## src/rtl/alu_cmd_driver_if.sv

```systemverilog
// Request/response handshake bundle for alu_cmd_driver.
// The master side issues ALU requests and consumes responses; the slave side is the driver block.
interface alu_cmd_driver_if #(
    parameter int TAG_W = 4
);
    logic             req_valid;
    logic             req_ready;
    logic [7:0]       req_a;
    logic [7:0]       req_b;
    logic [3:0]       req_cmd;
    logic             rsp_valid;
    logic             rsp_ready;
    logic [31:0]      rsp_data;
    logic             rsp_err;
    logic [TAG_W-1:0] rsp_tag;

    modport master (
        output req_valid, req_a, req_b, req_cmd, rsp_ready,
        input  req_ready, rsp_valid, rsp_data, rsp_err, rsp_tag
    );

    modport slave (
        input  req_valid, req_a, req_b, req_cmd, rsp_ready,
        output req_ready, rsp_valid, rsp_data, rsp_err, rsp_tag
    );
endinterface

```

## src/rtl/alu_cmd_driver.sv

```systemverilog
// Sequencing front end for the 8-bit combinational ALU.
// Accepts one request at a time, holds alu_enable for SETTLE_CYCLES cycles,
// captures the 32-bit ALU result and returns it with an error flag and a
// wrapping tag. Illegal opcodes and divide-by-zero are answered directly
// without ever enabling the ALU.
module alu_cmd_driver #(
    parameter int SETTLE_CYCLES = 1,
    parameter int TAG_W         = 4
) (
    input  logic                 clk,
    input  logic                 rst_n,
    alu_cmd_driver_if.slave      bus,
    output logic [7:0]           alu_a,
    output logic [7:0]           alu_b,
    output logic [3:0]           alu_command,
    output logic                 alu_enable,
    input  logic [31:0]          alu_out
);

    localparam logic [1:0] ST_IDLE  = 2'd0;
    localparam logic [1:0] ST_DRIVE = 2'd1;
    localparam logic [1:0] ST_RESP  = 2'd2;

    // Counter is loaded with SETTLE_CYCLES-1 so the capture happens on the
    // SETTLE_CYCLES-th edge after the request was accepted.
    localparam logic [3:0] SETTLE_LOAD = 4'(SETTLE_CYCLES - 1);

    // Opcodes 10..15 do not exist and a divide by zero must never reach the ALU.
    function automatic logic is_rejected(input logic [3:0] cmd, input logic [7:0] b);
        return (cmd > 4'd9) || ((cmd == 4'd3) && (b == 8'd0));
    endfunction

    logic [1:0]       state_r;
    logic [3:0]       settle_cnt_r;
    logic [TAG_W-1:0] tag_r;
    logic             req_ready_r;
    logic             rsp_valid_r;
    logic [31:0]      rsp_data_r;
    logic             rsp_err_r;
    logic [7:0]       alu_a_r;
    logic [7:0]       alu_b_r;
    logic [3:0]       alu_command_r;
    logic             alu_enable_r;
    logic             reject_s;

    // Screen the incoming request so the IDLE branch can pick DRIVE or RESP.
    always_comb begin
        reject_s = is_rejected(bus.req_cmd, bus.req_b);
    end

    // Sequencer: accept, settle, capture, hold the response until taken.
    always_ff @(posedge clk) begin
        if (!rst_n) begin
            state_r       <= ST_IDLE;
            settle_cnt_r  <= 4'd0;
            tag_r         <= '0;
            req_ready_r   <= 1'b1;
            rsp_valid_r   <= 1'b0;
            rsp_data_r    <= 32'd0;
            rsp_err_r     <= 1'b0;
            alu_a_r       <= 8'd0;
            alu_b_r       <= 8'd0;
            alu_command_r <= 4'd0;
            alu_enable_r  <= 1'b0;
        end else begin
            case (state_r)
                ST_IDLE: begin
                    if (bus.req_valid) begin
                        alu_a_r       <= bus.req_a;
                        alu_b_r       <= bus.req_b;
                        alu_command_r <= bus.req_cmd;
                        req_ready_r   <= 1'b0;
                        if (reject_s) begin
                            rsp_valid_r <= 1'b1;
                            rsp_err_r   <= 1'b1;
                            rsp_data_r  <= 32'd0;
                            state_r     <= ST_RESP;
                        end else begin
                            alu_enable_r <= 1'b1;
                            settle_cnt_r <= SETTLE_LOAD;
                            state_r      <= ST_DRIVE;
                        end
                    end
                end
                ST_DRIVE: begin
                    if (settle_cnt_r == 4'd0) begin
                        rsp_data_r   <= alu_out;
                        rsp_err_r    <= 1'b0;
                        rsp_valid_r  <= 1'b1;
                        alu_enable_r <= 1'b0;
                        state_r      <= ST_RESP;
                    end else begin
                        settle_cnt_r <= settle_cnt_r - 4'd1;
                    end
                end
                ST_RESP: begin
                    if (bus.rsp_ready) begin
                        rsp_valid_r <= 1'b0;
                        tag_r       <= tag_r + {{(TAG_W-1){1'b0}}, 1'b1};
                        req_ready_r <= 1'b1;
                        state_r     <= ST_IDLE;
                    end
                end
                default: begin
                    state_r      <= ST_IDLE;
                    req_ready_r  <= 1'b1;
                    rsp_valid_r  <= 1'b0;
                    alu_enable_r <= 1'b0;
                end
            endcase
        end
    end

    assign bus.req_ready = req_ready_r;
    assign bus.rsp_valid = rsp_valid_r;
    assign bus.rsp_data  = rsp_data_r;
    assign bus.rsp_err   = rsp_err_r;
    assign bus.rsp_tag   = tag_r;
    assign alu_a         = alu_a_r;
    assign alu_b         = alu_b_r;
    assign alu_command   = alu_command_r;
    assign alu_enable    = alu_enable_r;

endmodule

```

## src/flat_wrapper.sv

```systemverilog
// flat-port wrapper written by rule: the top's interface ports become plain ports
module alu_cmd_driver_flat 
#(
    parameter int SETTLE_CYCLES = 1,
    parameter int TAG_W         = 4
)
  (clk, rst_n, alu_a, alu_b, alu_command, alu_enable, alu_out, bus_req_valid, bus_req_a, bus_req_b, bus_req_cmd, bus_rsp_ready, bus_req_ready, bus_rsp_valid, bus_rsp_data, bus_rsp_err, bus_rsp_tag);
  alu_cmd_driver_if #(.TAG_W(TAG_W)) bus_i ();
  input  logic clk;
  input  logic rst_n;
  output logic [7:0] alu_a;
  output logic [7:0] alu_b;
  output logic [3:0] alu_command;
  output logic alu_enable;
  input  logic [31:0] alu_out;
  input wire logic [$bits(bus_i.req_valid)-1:0] bus_req_valid;
  input wire logic [$bits(bus_i.req_a)-1:0] bus_req_a;
  input wire logic [$bits(bus_i.req_b)-1:0] bus_req_b;
  input wire logic [$bits(bus_i.req_cmd)-1:0] bus_req_cmd;
  input wire logic [$bits(bus_i.rsp_ready)-1:0] bus_rsp_ready;
  output wire logic [$bits(bus_i.req_ready)-1:0] bus_req_ready;
  output wire logic [$bits(bus_i.rsp_valid)-1:0] bus_rsp_valid;
  output wire logic [$bits(bus_i.rsp_data)-1:0] bus_rsp_data;
  output wire logic [$bits(bus_i.rsp_err)-1:0] bus_rsp_err;
  output wire logic [$bits(bus_i.rsp_tag)-1:0] bus_rsp_tag;
  assign bus_i.req_valid = bus_req_valid;
  assign bus_i.req_a = bus_req_a;
  assign bus_i.req_b = bus_req_b;
  assign bus_i.req_cmd = bus_req_cmd;
  assign bus_i.rsp_ready = bus_rsp_ready;
  assign bus_req_ready = bus_i.req_ready;
  assign bus_rsp_valid = bus_i.rsp_valid;
  assign bus_rsp_data = bus_i.rsp_data;
  assign bus_rsp_err = bus_i.rsp_err;
  assign bus_rsp_tag = bus_i.rsp_tag;
  alu_cmd_driver #(.SETTLE_CYCLES(SETTLE_CYCLES), .TAG_W(TAG_W)) u_core (.clk(clk), .rst_n(rst_n), .bus(bus_i), .alu_a(alu_a), .alu_b(alu_b), .alu_command(alu_command), .alu_enable(alu_enable), .alu_out(alu_out));
endmodule
```

## config.mk

```make
export PLATFORM = sky130hd
export DESIGN_NAME = alu_cmd_driver_flat
export DESIGN_NICKNAME = d
export VERILOG_FILES = /design/src/rtl/alu_cmd_driver_if.sv /design/src/rtl/alu_cmd_driver.sv /design/src/flat_wrapper.sv
export SDC_FILE = /design/constraint.sdc
export NUM_CORES = 1
export LEC_CHECK = 0
export ABC_AREA = 1
export CAP_MARGIN = 20
export CORE_MARGIN = 4
export CORE_UTILIZATION = 50
export CTS_BUF_LIST = sky130_fd_sc_hd__clkbuf_4
export CTS_CLUSTER_SIZE = 8
export DETAILED_ROUTE_END_ITERATION = 8
export DONT_BUFFER_PORTS = 1
export GPL_TIMING_DRIVEN = 0
export MAX_ROUTING_LAYER = met4
export PLACE_DENSITY = 0.76
export SLEW_MARGIN = 10
export SYNTH_ARGS = -nofsm -noshare
export SYNTH_HDL_FRONTEND = slang
export SYNTH_SLANG_ARGS = --single-unit
```

## constraint.sdc

```tcl
create_clock -name clk -period 1.65 [get_ports clk]
set_input_delay 0.495 -clock clk [delete_from_list [all_inputs] [get_ports clk]]
set_output_delay 0.495 -clock clk [all_outputs]
set_load 0.03 [all_outputs]
```

==> images/metal_density.png <==
The bar under the picture is 20 um long. 17 x 17 tiles, from dark purple (low) to yellow (high), scaled to the fullest tile. Values are wire area over tile area, all layers added.
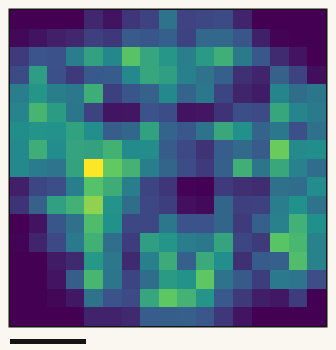
- fullest tile: 0.51
- tiles over half the peak: 20%
- densest ninth of the die: left middle
- nearly empty tiles: 11%
- mean over tiles: 0.16
DR vias: 2424
post-DR wirelength/cell: 13.4 um

==> images/io_fan.png <==
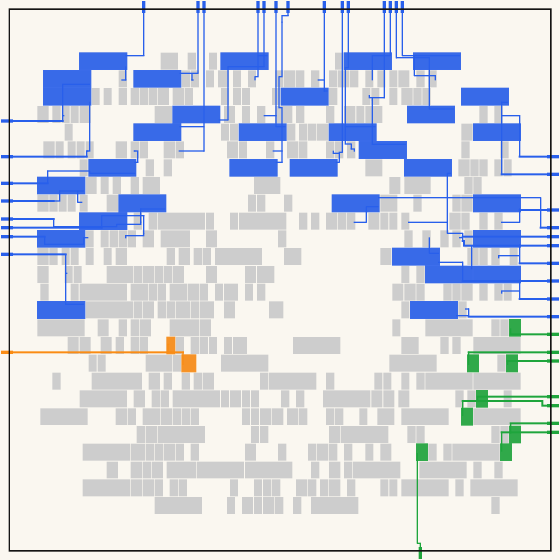
- bus_req_valid: orange (bits 1; direction input; edge left; end cells 2; buffers 0; wire 29.2 um)
- bus_req_a: green (bits 8; direction input; edge 7 right, 1 bottom; end cells 8; buffers 0; wire 86.9 um)
- bus_rsp_data: blue (bits 32; direction output; edge 14 top, 10 right, 8 left; end cells 32; buffers 0; wire 644 um)

==> images/placement_by_type.png <==
The bar under the picture is 20 um long.
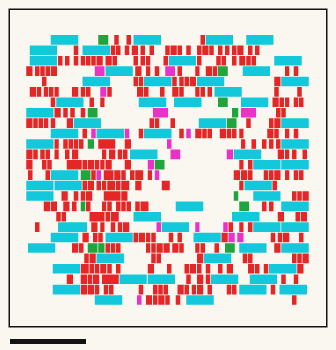
- flops: cyan (cells 66; share of their area 46%)
- clock drivers and dummy loads: green (cells 15; share of their area 3.4%)
- other buffers and delay cells: magenta (cells 20; share of their area 3.7%)
- combinational and other logic: red (cells 322; share of their area 47%)
Row Count: 26
Finished Cell Area: 2990 sq um
Finished Core Util: 0.570
Seq area share: 0.443

==> images/congestion.png <==
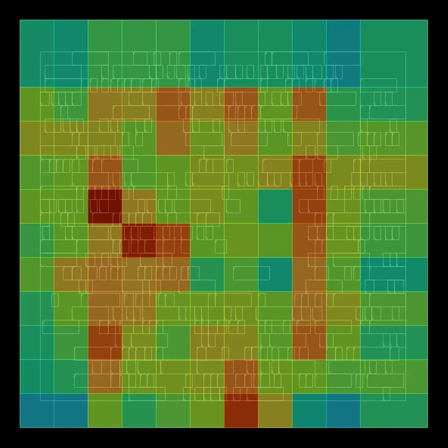
M2 GR Usage: 0.310
GR met1 Demand/Resource: 0.232
GR peak layer: met2

==> images/sizes.png <==
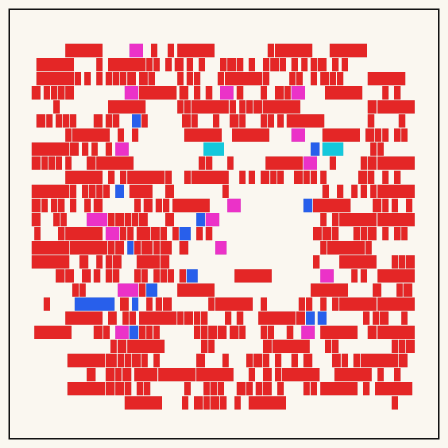
- _2 cells: blue (cells 14; share 3.3%)
- _3 and _4 cells: magenta (cells 16; share 3.8%)
- _0 and _1 cells: red (cells 391; share 92%)
- _6 and larger: cyan (cells 2; share 0.47%)

==> flow_summary.json <==
{
  "syn_inst": 408,
  "top_cell": "nor2_1",
  "ys.flop_type": "dfxtp_1",
  "drcViolationCount": 0,
  "path_buffers": 2,
  "crit_arrival_ns": 1.80,
  "synthArstFlopShare": 0,
  "edf_count": 0,
  "fin_crit_sh": 0.931,
  "cts.path.max_buffers": 2,
  "diodes": 0,
  "p_int_w": 0.00238,
  "startpoint_type": "flip-flop",
  "ys_sh_mux": 0,
  "fp_nets": 467,
  "worst-path-max-fanout": 10,
  "gp_congestion": 0.846,
  "area_growth_pct": 7.24,
  "insertion_delay_ns": 0.39,
  "antenna_found_initial": 0,
  "grt_overflow_total": 0,
  "synth_area_sq_um": 2780,
  "logic_family": "simple AND/OR/NAND/NOR gates",
  "common_cells": "nor2_1 (137), dfxtp_1 (66), inv_1 (47), nand2_1 (45), o21ai_0 (40)",
  "seq_area_sq_um": 1320,
  "initial_utilization": 0.532,
  "cp_cell_sequence": "nor2_4, inv_1, buf_2, nand2_1, o21ai_0, nand3_1",
  "die_height_um": 82.6,
  "worstMarginPinSlew_ns": 0.507,
  "p_sw_frac": 0.393,
  "crit_type": "flip-flop to flip-flop",
  "syn_area_per_cell_sq_um": 6.82,
  "dr.pass1.iters": 4,
  "final_nets": 478,
  "io_pins": 116,
  "hold_violations": 0,
  "maxCapViolCount": 0,
  "synth_flops": 66,
  "fin_skew_ns": 0.00901,
  "clock-sinks": 66,
  "cts_buffers": 9,
  "area_leaders": "dfxtp_1 (47%), nor2_1 (18%), o21ai_0 (7.2%)",
  "grt_use_total": 0.197,
  "ant_nets": 0,
  "r2r-start": "u_core.state_r[1]$_SDFFE_PN0P_",
  "logic_area_sq_um": 1180,
  "fmax_mhz": 651,
  "root_buffer": "clkbuf_4",
  "vias_per_cell": 4.92,
  "dieArea_sq_um": 6830,
  "worstPathRequired_ns": 1.92,
  "simple_gate_area_frac": 0.285,
  "slew_viol_final": 0,
  "yosys_warnings": 0,
  "slowest_stage": "dfxtp_1",
  "drt_wl_total_mm": 6.62,
  "grt_max_degree": 11,
  "first_global_vias": 2110,
  "die_w_um": 82.6,
  "holdCritPathClass": "input port to flip-flop",
  "power_leakage_nw": 1.39,
  "period_minus_slack_ns": 1.54,
  "path_clk_slew_ns": 0.11,
  "tool_warnings": 27,
  "core_area_sq_um": 5240,
  "cts_tree": "yes",
  "startpoint": "u_core.state_r[1]$_SDFFE_PN0P_",
  "ys_seq_frac": 0.475,
  "drive_gt1_frac": 0.0757,
  "synthAdderAreaFrac": 0.0135,
  "yosys.area.top_type": "dfxtp_1",
  "worstHoldStart": "alu_out[8]",
  "max_slew_margin": 0.662,
  "critPathMaxStageDelay_ns": 0.52,
  "finalSetupTns_ns": 0,
  "aoi_share": 0.125,
  "top_cell_area_share": 0.475,
  "fillers": 522,
  "finalSetupViolCount": 0,
  "ys_chip_area_sq_um": 2780,
  "postCtsSetupRepairBufs": 0,
  "status": "complete, no violations",
  "end_kind": "flip-flop",
  "ys_cells": 408,
  "r2r_setup_slack_ns": 0.11,
  "max-vdd-ir-drop_mv": 0.655,
  "power_frac_seq": 0.597,
  "io_buffers": 0,
  "hpwl_mm": 4.85,
  "synth_cell_types": 22,
  "xor_area_frac": 0,
  "pwr-share-clk": 0.215,
  "cts_max_level": 3,
  "power_frac_comb": 0.188,
  "power_switching_w": 0.00155,
  "cp_top_family": "flip-flops",
  "drtIter0Drc": 109,
  "powerDensity_nw_per_um2": 1320,
  "grt_pass1_wl_mm": 9.97
}
-- cells by family after synthesis --
family | count (synthesis)
and+or+nand+nor | 201
adders and majority gates | 3
buffers and inverters | 69
AOI/OAI and AO/OA | 69
DFF | 66
-- power groups by stage --
stage               logic (W)  clock network (W)  registers, W
finish               0.000738           0.000845       0.00235
global route         0.000861           0.000942       0.00238
CTS                  0.000730           0.000871       0.00235
detailed placement   0.000727                  0       0.00239
global placement     0.000707                  0       0.00238
floorplan            0.000598                  0       0.00233
-- state kept, by name, summed over array words and instances (netlist names) --
name and count:
u_core.bus.rsp_data 32, u_core.alu_a 8, u_core.alu_b 8, u_core.alu_command 4
u_core.bus.rsp_tag 4, u_core.settle_cnt_r 4, u_core.state_r 2, u_core.alu_enable 1
u_core.bus.req_ready 1, u_core.bus.rsp_err 1, u_core.bus.rsp_valid 1
-- layout by cell type, fill, tap and decap left out, types with 3 or more instances in the layout --
| cell type | instances |
|---|---|
| clkinv_2 | 3 |
| nand3_1 | 10 |
| a21oi_1 | 20 |
| o21ai_1 | 10 |
| clkbuf_4 | 13 |
| ha_1 | 3 |
| dfxtp_1 | 65 |
| nor2_1 | 137 |
| nand2_1 | 45 |
| o21ai_0 | 38 |
| buf_2 | 5 |
| clkbuf_1 | 8 |
| inv_1 | 46 |
-- repair_timing --
action                                  4_1_cts  5_1_grt
hold buffers                                  0        0
endpoints found under the setup margin        0       17
gates resized                                 0        9
-- layout make-up --
class	count	area share
inverters	49	0.0624
plain buffers	20	0.0360
clock buffers	10	0.0251
multi-input cells	273	0.396
clock inverters	5	0.00754
well taps	70	0.0293
flip-flops and latches	66	0.443
-- through the flow --
step                      total power (W)  setup slack (ns)  area (sq um)  hold WS [ns]  cells
final                             0.00393             0.114          2990         0.241    493
after CTS                         0.00395             0.101          2970         0.215    493
after floorplan                   0.00293             0.238          2780         0.454    408
after global placement            0.00309            0.0346          2870         0.474    478
after global routing              0.00418          -0.00957          2990         0.221    493
after detailed placement          0.00311           -0.0388          2870         0.484    478
-- layer usage --
metal,wire (um),up-vias,global-route usage
met3,599,9,0.0553
met4,91,0,0.0915
li1,-,1284,-
met5,0,-,-
met1,2900,1038,0.232
met2,3030,93,0.310
-- worst paths after layout --
path                                          to  depth (start not counted)
max            u_core.bus.req_ready$_SDFFE_PN1P_                          6
min          u_core.bus.rsp_data[8]$_SDFFE_PN0P_                          2
max reg2reg    u_core.bus.req_ready$_SDFFE_PN1P_                          6
min reg2reg  u_core.settle_cnt_r[1]$_SDFFE_PN0P_                          2
Power and IR drop assume default switching activity.
